Clock routing:
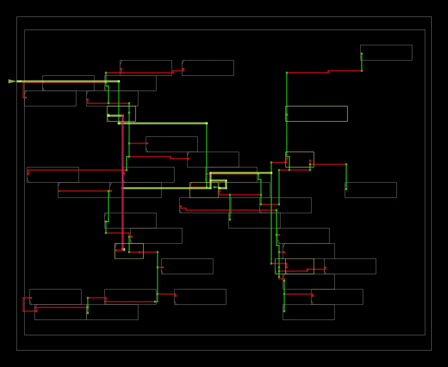
Routed clock nets over the placement:
Bar = 20 µm.
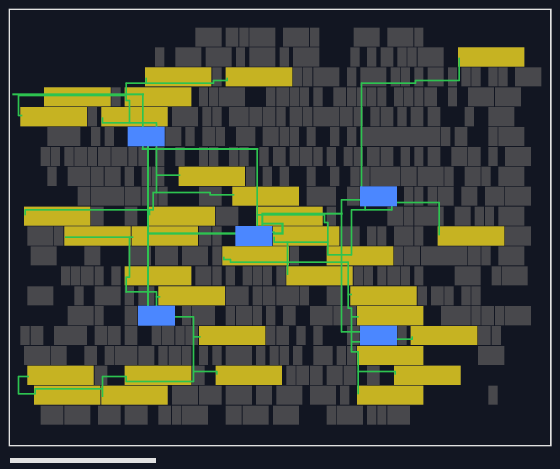
Selected gate families:
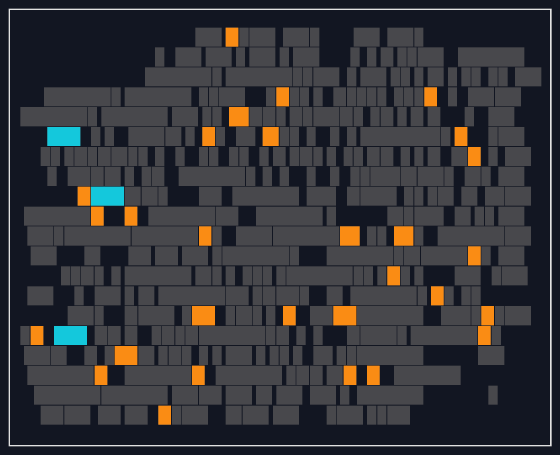
I/O nets highlighted:
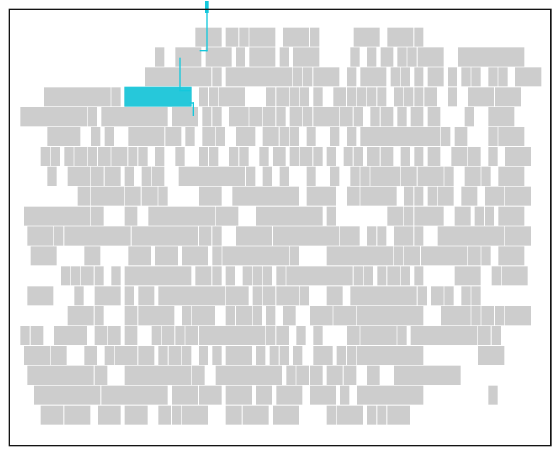
Design cpu_ctrl_fsm, sky130hd; sources not shown.
==> reports/results.txt <==
Number of enable flip-flop cells -> 0
Flop pwr share -> 30.1%
Sum Neg Setup Slack -> 0 ps
Core area -> 3879 µm²
Chip area -> 4389 µm²
Hold path cells -> 1
Final setup vio count -> 0
Pwr Total -> 1.810 mW
Log Warnings -> 26
Max reg flops -> 16
Overall Global Routing Usage -> 27.12%
Flop-to-flop setup slack -> 1370 ps
DR vias -> 2,198
Number of global-route vias before repair -> 1,941
GRT Max-Usage Layer -> met2
Cell row count -> 20
Count of pins over their slew limit -> 34
CTS tree -> built
Comb/total area -> 41.55%
Nature of the critical path endpoint -> output pin
Yosys reg bits -> 33
Critical Path Fanout Max -> 2
Worst slew pin tran -> 1732 ps
Sw Pwr -> 0.8868 mW
Unique cell types -> 36
Buffering overhead -> 15.83%
Register area -> 825.8 µm²
Grt met3 use -> 5.102%
Cell-internal power -> 0.9237 mW
Remaining Overflow, GRT -> 0
Clock slew at reported path FFs -> 70 ps
Initial antenna violation count -> 0
Clk cell area share -> 3.700%
Initial detailed-routing violation count -> 163
Power per cell area -> 645.1 nW/µm²
Longest Clk Path Bufs -> 2
Final tally of hold violations -> 0
FFs & Latches -> 33
Synth area leader -> dfrtp_1
Die X -> 73.82 µm
Maximum clock rate -> 300.6 MHz
Cells in synth_stat.txt -> 314
Hold crit path type -> flop to flop
Avg Inst Size Synth -> 7.360 µm²
Area share of the largest cell type after synthesis -> 35.73%
Synth async-reset ratio -> 100.0%
Filler Cell Count -> 317
Pleak -> 1.388 nW
Xor/xnor share -> 4.927%
Mi-comb count -> 224
Hold slack -> 485.6 ps
Area-dominant class -> combinational gates
Clk_buf instances -> 5
Nets -> 378
Non-clock buffers -> 45
Worst setup margin -> 673.0 ps
CP Launch Type -> primary input
Post-cts gate resize count -> 0
Seq share, synth -> 35.73%
Max-Cap Viols -> 1
Violated checks -> max-capacitance violations, max-slew violations
Chip Area, Yosys -> 2311 µm²
Yosys warning count -> 6
Worst slew margin -> -15.46%
Met2 Use GR -> 43.38%
Total setup buffers inserted after CTS -> 0
Synth area leaders -> dfrtp_1 (36%), nand2_1 (12%), inv_1 (7.3%)
Adder Share, Synth -> 1.624%
Net Sw Frac -> 48.98%
Placed instance area -> 2770 µm²
Final min period -> 3327 ps
Synthesized area -> 2311 µm²
P&R area growth vs syn -> 21.44%
Post-Synthesis Cells -> 314
Critical path type -> primary input to output pin
TAP cells -> 55
RSZ-0062 raised after global routing -> no
Root buffer cell -> clkbuf_8
Post-Synth Simple-Gate Area -> 37.68%
Logic area -> 1166 µm²
M1 GR Usage -> 37.75%
Hold-fix buffers, CTS -> 0
Initial Util -> 59.58%
Final HPWL DP -> 3972 µm
Critical Path AT -> 2530 ps
Residual DRC count -> 0
Global-route wire length before repair -> 8790 µm
Layout cells sized above 1 -> 10.80%
DRT antenna net count -> 0
Routed WL per cell -> 12.99 µm
Status -> complete, but fails checks
Sequential share of cell area -> 29.42%
Largest net degree at the start of global routing -> 34
Register-to-Register Path Depth -> 10
Dominant comb cell -> simple AND/OR/NAND/NOR gates
VDD IR-drop max -> 0.3541 mV
CTS buffer count -> 5
# diodes -> 0
Final core utilization -> 72.35%
Post-synthesis mux area share -> 0%
Inverters -> 52
AO/OA Area Share -> 9.042%
Via-to-Cell Ratio -> 5.284
Drt first pass iters -> 5
Top FF cell, synth -> dfrtp_1
DP Cell Count -> 409
Comb power frac -> 53.0%
Required @ worst endpoint -> 3200 ps
Final Cell Area -> 2806 µm²
Die height -> 59.46 µm
Notes on 'clock routing' above:
Layout Skew: 8.027 ps
clock sink count: 33
later-pin clock latency in the skew report: 290 ps

Notes on 'routed clock nets over the placement' above:
[blue] cells driving clock nets | count: 5
[yellow] flip-flops | count: 33
[green] clock wires | length: 454 µm
flops lie: spread over the die
routed clock nets: 6
Clock Power Share: 16.9%
clock network power: 0.306 mW

Notes on 'selected gate families' above:
| colour | family | cells | most used |
|---|---|---|---|
| cyan | adder and majority cells | 3 | ha_1 |
| orange | inverting AOI/OAI gates | 29 | o21ai_0 |
most instantiated logic cell after routing: nand2_1
non-filler cells in the finished layout: 416

Notes on 'I/O nets highlighted' above:
| colour | port | direction | edge | end cells | buffers | wire |
|---|---|---|---|---|---|---|
| cyan | err_timeout | output | top | 1 | 1 | 14.2 µm |
I/O Buffers: 45
number of I/O pins: 46

==> cells in the mapped netlist, drive strengths merged, types with 2 or more instances <==
cell type / n
a21oi: 2
buf: 5
dfrtp: 33
ha: 3
inv: 51
nand2: 88
nand3: 28
nand4: 7
nor2: 44
nor3: 6
nor3b: 2
o21ai: 23
xnor2: 3
xor2: 10
==> worst max-delay path, cell delays in order <==
cell	delay [ps]
dlygate4sd3_1	560
nand2_2	50
a21oi_1	150
clkinvlp_2	160
o21ai_0	100
dlygate4sd3_1	700
==> layout by cell type (no fill, tap or decap), types with 2 or more instances in the layout <==
master	netlist	final
nand2_1	73	75
inv_1	45	47
nor2_1	37	38
dfrtp_1	33	33
dlygate4sd3_1	0	33
nand3_1	23	24
o21ai_0	9	19
nand2_2	12	11
clkdlybuf4s50_1	0	11
xor2_1	10	10
nand4_1	7	7
nor3_1	6	6
clkbuf_8	0	5
nor2_2	4	4
nand3_2	4	3
inv_2	5	3
o21ai_2	11	3
xnor2_1	3	3
ha_1	3	3
nor2_4	3	2
nand2_4	2	2
nor3b_1	2	2
a21oi_1	1	2
clkinvlp_2	0	2
==> kinds of logic (layout without fill, tap and decap cells) <==
family	after synthesis	count (layout)
DFF	33	33
buffers and inverters	57	104
adders and majority gates	3	3
and+or+nand+nor	178	178
xor gates and xnor gates	13	13
AOI/OAI and AO/OA	30	30
==> power groups by stage <==
stage	registers, mW	logic, mW	clock network (mW)
4_1_cts	0.546	1.05	0.307
3_5_place_dp	0.552	1.03	0
5_1_grt	0.561	1.06	0.325
6_report	0.545	0.959	0.306
3_3_place_gp	0.549	0.995	0
2_1_floorplan	0.564	0.702	0
==> metal layers <==
metal | routed length, µm | vias to the layer above
met5 | 0 | -
met4 | 80 | 0
met3 | 358 | 7
met2 | 2522 | 88
met1 | 2442 | 1020
li1 | - | 1083
Power figures rest on the tool's default switching activity, not on a simulated workload.
